`src/rtl/chime_play_ctrl.sv`:
```
// ============================================================================
// Module   : chime_play_ctrl
// Purpose  : Playback controller for the melody chime score sequencer.
//            Turns a trigger request into C_REPEAT score passes separated by
//            C_GAP_TEMPOS silent tempo pulses, and tracks sequencer progress
//            by counting tempo pulses. An abort mutes the note output until
//            the sequencer reaches the end of its current pass.
// Options  : CHIME_PLAY_RETRIG_EN - a trigger edge in PLAY or GAP restarts
//            the whole sequence from pass 0.
// Revision : 1.0 - initial release
// ============================================================================
`default_nettype none

module chime_play_ctrl #(
    parameter int C_SCORE_LEN  = 16,
    parameter int C_REPEAT     = 2,
    parameter int C_GAP_TEMPOS = 4
) (
    input  logic       CK_i,
    input  logic       RST_i,
    input  logic       TRIG_i,
    input  logic       ABORT_i,
    input  logic       TEMPO_i,
    output logic       START_o,
    output logic       BUSY_o,
    output logic       MUTE_o,
    output logic       DONE_o,
    output logic [3:0] PASS_CTRs_o,
    output logic [2:0] STATE_o
);

    localparam int c_step_w = (C_SCORE_LEN > 1) ? $clog2(C_SCORE_LEN) : 1;
    localparam logic [c_step_w-1:0] c_step_last = c_step_w'(C_SCORE_LEN - 1);
    localparam logic [3:0]          c_pass_last = 4'(C_REPEAT - 1);
    localparam logic [7:0]          c_gap_len   = 8'(C_GAP_TEMPOS);

`ifdef CHIME_PLAY_RETRIG_EN
    localparam bit c_retrig = 1'b1;
`else
    localparam bit c_retrig = 1'b0;
`endif

    typedef enum logic [2:0] {
        ST_IDLE  = 3'd0,
        ST_ARM   = 3'd1,
        ST_PLAY  = 3'd2,
        ST_GAP   = 3'd3,
        ST_DRAIN = 3'd4
    } state_t;

    state_t              r_state;
    logic                r_trig_q;
    logic [c_step_w-1:0] r_step;
    logic [7:0]          r_gap;
    logic [3:0]          r_pass;
    logic                r_start;
    logic                r_done;
    logic                r_mute;
    logic                r_drain_wait;   // DRAIN still owes the start-latch tempo

    logic                w_trig_edge;
    logic                w_step_last;
    logic [7:0]          w_gap_next;

    // Edge detect against the registered trigger copy; step/gap limit decodes
    assign w_trig_edge = TRIG_i & ~r_trig_q;
    assign w_step_last = (r_step == c_step_last);
    assign w_gap_next  = r_gap + 8'd1;

    // Playback sequencing: priority is reset > abort > tempo > trigger edge
    always_ff @(posedge CK_i) begin
        if (RST_i) begin
            r_state      <= ST_IDLE;
            r_trig_q     <= 1'b0;
            r_step       <= '0;
            r_gap        <= '0;
            r_pass       <= '0;
            r_start      <= 1'b0;
            r_done       <= 1'b0;
            r_mute       <= 1'b0;
            r_drain_wait <= 1'b0;
        end else begin
            r_trig_q <= TRIG_i;
            r_start  <= 1'b0;
            r_done   <= 1'b0;
            case (r_state)
                ST_IDLE: begin
                    // Abort held in IDLE suppresses a simultaneous trigger
                    if (!ABORT_i && w_trig_edge) begin
                        r_state <= ST_ARM;
                        r_start <= 1'b1;
                        r_pass  <= '0;
                    end
                end

                ST_ARM: begin
                    if (ABORT_i) begin
                        // A tempo in this same cycle is the start latch itself
                        r_state      <= ST_DRAIN;
                        r_mute       <= 1'b1;
                        r_step       <= '0;
                        r_drain_wait <= ~TEMPO_i;
                    end else if (TEMPO_i) begin
                        r_state <= ST_PLAY;
                        r_step  <= '0;
                    end
                end

                ST_PLAY: begin
                    if (ABORT_i) begin
                        r_drain_wait <= 1'b0;
                        if (TEMPO_i && w_step_last) begin
                            // Pass ends in the abort cycle: nothing left to drain
                            r_state <= ST_IDLE;
                            r_mute  <= 1'b0;
                        end else begin
                            r_state <= ST_DRAIN;
                            r_mute  <= 1'b1;
                            if (TEMPO_i) begin
                                r_step <= r_step + 1'b1;
                            end
                        end
                    end else if (TEMPO_i) begin
                        if (w_step_last) begin
                            if (r_pass == c_pass_last) begin
                                r_state <= ST_IDLE;
                                r_done  <= 1'b1;
                            end else if (C_GAP_TEMPOS == 0) begin
                                r_state <= ST_ARM;
                                r_start <= 1'b1;
                                r_pass  <= r_pass + 4'd1;
                            end else begin
                                r_state <= ST_GAP;
                                r_gap   <= '0;
                            end
                        end else begin
                            r_step <= r_step + 1'b1;
                        end
                    end else if (c_retrig && w_trig_edge) begin
                        r_state <= ST_ARM;
                        r_start <= 1'b1;
                        r_pass  <= '0;
                    end
                end

                ST_GAP: begin
                    if (ABORT_i) begin
                        // Sequencer is already silent, so no drain is needed
                        r_state <= ST_IDLE;
                        r_mute  <= 1'b0;
                    end else if (TEMPO_i) begin
                        if (w_gap_next == c_gap_len) begin
                            r_state <= ST_ARM;
                            r_start <= 1'b1;
                            r_pass  <= r_pass + 4'd1;
                        end else begin
                            r_gap <= w_gap_next;
                        end
                    end else if (c_retrig && w_trig_edge) begin
                        r_state <= ST_ARM;
                        r_start <= 1'b1;
                        r_pass  <= '0;
                    end
                end

                ST_DRAIN: begin
                    if (TEMPO_i) begin
                        if (r_drain_wait) begin
                            r_drain_wait <= 1'b0;
                            r_step       <= '0;
                        end else if (w_step_last) begin
                            r_state <= ST_IDLE;
                            r_mute  <= 1'b0;
                        end else begin
                            r_step <= r_step + 1'b1;
                        end
                    end
                end

                default: begin
                    r_state <= ST_IDLE;
                    r_mute  <= 1'b0;
                end
            endcase
        end
    end

    // Output mapping; BUSY is a direct decode of the state register
    assign START_o     = r_start;
    assign DONE_o      = r_done;
    assign MUTE_o      = r_mute;
    assign PASS_CTRs_o = r_pass;
    assign STATE_o     = r_state;
    assign BUSY_o      = (r_state != ST_IDLE);

endmodule

`default_nettype wire

```
`config.mk`:
```
export PLATFORM = sky130hd
export DESIGN_NAME = chime_play_ctrl
export DESIGN_NICKNAME = d
export VERILOG_FILES = /design/src/rtl/chime_play_ctrl.sv
export SDC_FILE = /design/constraint.sdc
export NUM_CORES = 1
export LEC_CHECK = 0
export CAP_MARGIN = 20
export CELL_PAD_IN_SITES_DETAIL_PLACEMENT = 1
export CELL_PAD_IN_SITES_GLOBAL_PLACEMENT = 1
export CORE_ASPECT_RATIO = 0.75
export CORE_UTILIZATION = 25
export DETAILED_ROUTE_END_ITERATION = 16
export PLACE_DENSITY_LB_ADDON = 0.1
export SETUP_SLACK_MARGIN = 0.02
export SYNTH_ARGS = -nofsm -noshare
export SYNTH_HDL_FRONTEND = slang
export SYNTH_SLANG_ARGS = --single-unit
```
`constraint.sdc`:
```
create_clock -name CK_i -period 3.1 [get_ports CK_i]
set_input_delay 0.31 -clock CK_i [delete_from_list [all_inputs] [get_ports CK_i]]
set_output_delay 0.31 -clock CK_i [all_outputs]
set_load 0.1 [all_outputs]
```
==> images/clocks.png <==
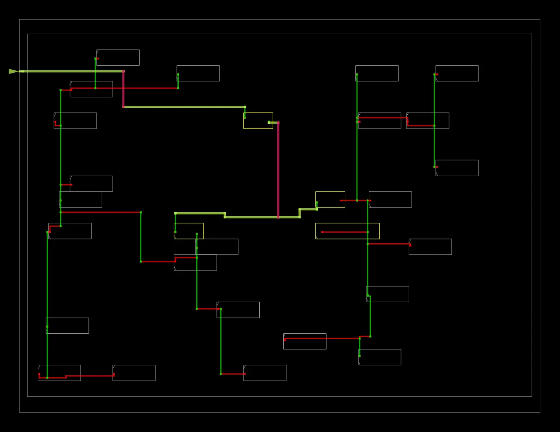
CTS buffer count: 3
clk latency late pin: 0.28 ns
clk sink count: 24

==> images/layer_met3.png <==
Drawn at 6 px/um.
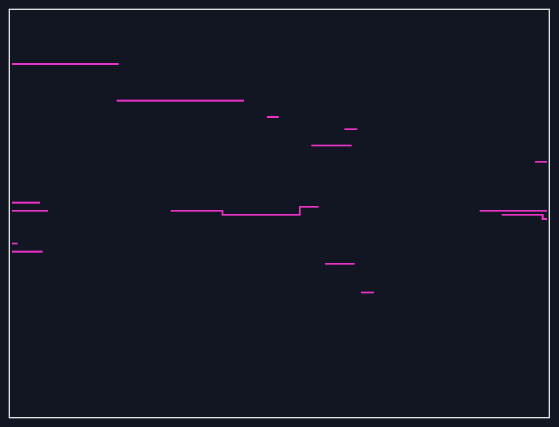
wire length on this layer: 117 um
nets with wire on the layer: 13
GR Layer Usage met3: 3.22%
total number of vias: 1396
Routed WL: 4240 um

==> flow_summary.yaml <==
# flow metrics
detailed_routing:
  viasPerCell: 5.23
  drt_pre_antenna_iters: 4
  initialDrtViolationCount: 91
  drc: 0
  ant_nets: 0
hold_path:
  hold_start: "r_gap[7]"
  holdCritPathClass: "reg2reg"
  hold-path-cell-count: 2
  hold_end: "r_gap[7]"
power:
  seqPwrFrac_pct: 39.1
  powerDensity_mw_per_mm2: 559
  leakagePower_uw: 0.000591
  ir_worst_vdd_v: 0.000141
  p_sw_share_pct: 38.3
  p_int_uw: 592
  p_clk_uw: 285
  combPwrFrac_pct: 31.2
  comb-power_uw: 299
  top_power_group: "sequential cells"
  p_total_uw: 959
  p_sw_uw: 367
logic_synthesis:
  synth.ff_latch_count: 24
  simple_gate_area_share_pct: 33.1
  synthTopCellsByArea: "dfxtp_1, a21oi_1, o21ai_0"
  ys_seq_share_pct: 33.3
  async_reset_ff_share_pct: 0
  synthAoiAreaFrac_pct: 22.4
  mux_area_share_pct: 2.17
  adder_share_pct: 3.47
  synth_warnings: 0
  flop_cell: "dfxtp_1"
  edf_count: 0
  largest_area_cell: "dfxtp_1"
  fp_nets: 188
  synthDominantCellAreaShare_pct: 33.3
  ys_top_logic_family: "simple AND/OR/NAND/NOR gates"
  synth_stat.cells: 179
  netlist_area_mm2: 0.00144
  synth-xor-area-share_pct: 1.82
  netlist_instances: 179
  yosysUniqueCellTypes: 47
  ys_area_mm2: 0.00144
sta:
  holdWs_ns: 0.511
  worstMarginPinSlew_ns: 0.970
  fin_setup_tns_ns: 0
  slew_violations: 0
  finalClockSkew_ns: 0.00489
  fin_ws_ns: 0.936
  slew_headroom_pct: 35.2
  finalHoldViolCount: 0
  rsz0062_at_grt: "false"
  fmax_mhz: 462
run:
  warnings: 27
  cap_violations: 0
cts:
  ctsLongestPathBuffers: 2
  root_buffer: "clkbuf_8"
  cts-htree-levels: 1
  cts_setup_buffers: 0
  tritoncts: "built"
  ctsHoldBuffers: 0
setup_path:
  worst_r2r_endpoint: "r_step[0]"
  reg2reg_depth: 5
  reg2reg_setup_slack_ns: 1.00
  cp_top_family: "buffers and inverters"
  crit_path_end: "PASS_CTRs_o[1]"
  endpoint_kind: "output pin"
  path_max_fanout: 5
  critical_path_class: "reg2out"
  crit_slowest_cell: "clkdlybuf4s50_1"
  cp.required_ns: 2.79
  arrival_ns: 1.85
  slowest_delay_ns: 1.16
  path_depth: 1
  path_buffers: 1
  worst_setup_path_start_kind: "flip-flop"
  reg2reg_from: "STATE_o[0]"
layout:
  drive_gt1_share_pct: 10.9
  final_net_count: 202
  fin_cells: 267
  largest-register: "r_gap"
  syn_to_final_growth_pct: 18.9
  n_antenna_cell: 0
floorplanning:
  die_area_mm2: 0.00609
  fp-utilization_pct: 26.5
  die_h_um: 67.8
  io_pins: 16
  core_mm2: 0.00544
  die_x_um: 89.8
global_routing:
  antenna_found_initial: 0
  first_global_vias: 1387
  grt_pass1_wl_um: 7230
  gr-total-overflow: 0
placement:
  gp_routability_congestion: 0.767
  post-place-ws_ns: 0.739
  postPlaceCellArea_mm2: 0.00165
status:
  outcome: "completed"
==> images/flops_by_reg.png <==
Drawn at 4 px/um. Other sequential cells in the stronger grey, the rest of the logic in the fainter grey.
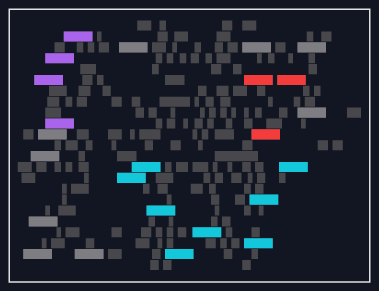
| colour | name in the netlist | sequential cells |
|---|---|---|
| red | STATE_o | 3 |
| purple | r_step | 4 |
| cyan | r_gap | 8 |
not coloured: 9
flop share of the area: 28.0%
P_seq: 375 uW
Register Area: 480 um2
final core utilization: 31.6%

[cell usage in the layout (no fill, tap or decap), types with 4 or more instances in the layout]
cell and count:
inv_1 5, nor2b_1 9, clkdlybuf4s50_1 9, nand2_1 11, o21ai_0 13, a21oi_1 16
nand3_1 8, ha_1 4, nor3b_1 4, dfxtp_1 24, nor3_1 7, or3_1 6
a31oi_1 4, nand2b_1 4, nor2_1 14, buf_4 7
[layout make-up]
type                       count  area (um2)
clock buffer                   3        41.3
inverter                       5        18.8
timing repair buffer          16         143
tap                           75        93.8
multi-input combinational    143         910
fill                         657        3720
clock inverter                 1        30.0
sequential                    24         480
[metal layers]
metal	track usage [%]	part of all wire [%]	routed length (um)
met5	0	0	0
met4	2.46	0.52	22
met3	3.22	2.8	117
met2	24.7	44	1850
met1	21.4	53	2250
Power and IR drop assume default switching activity.
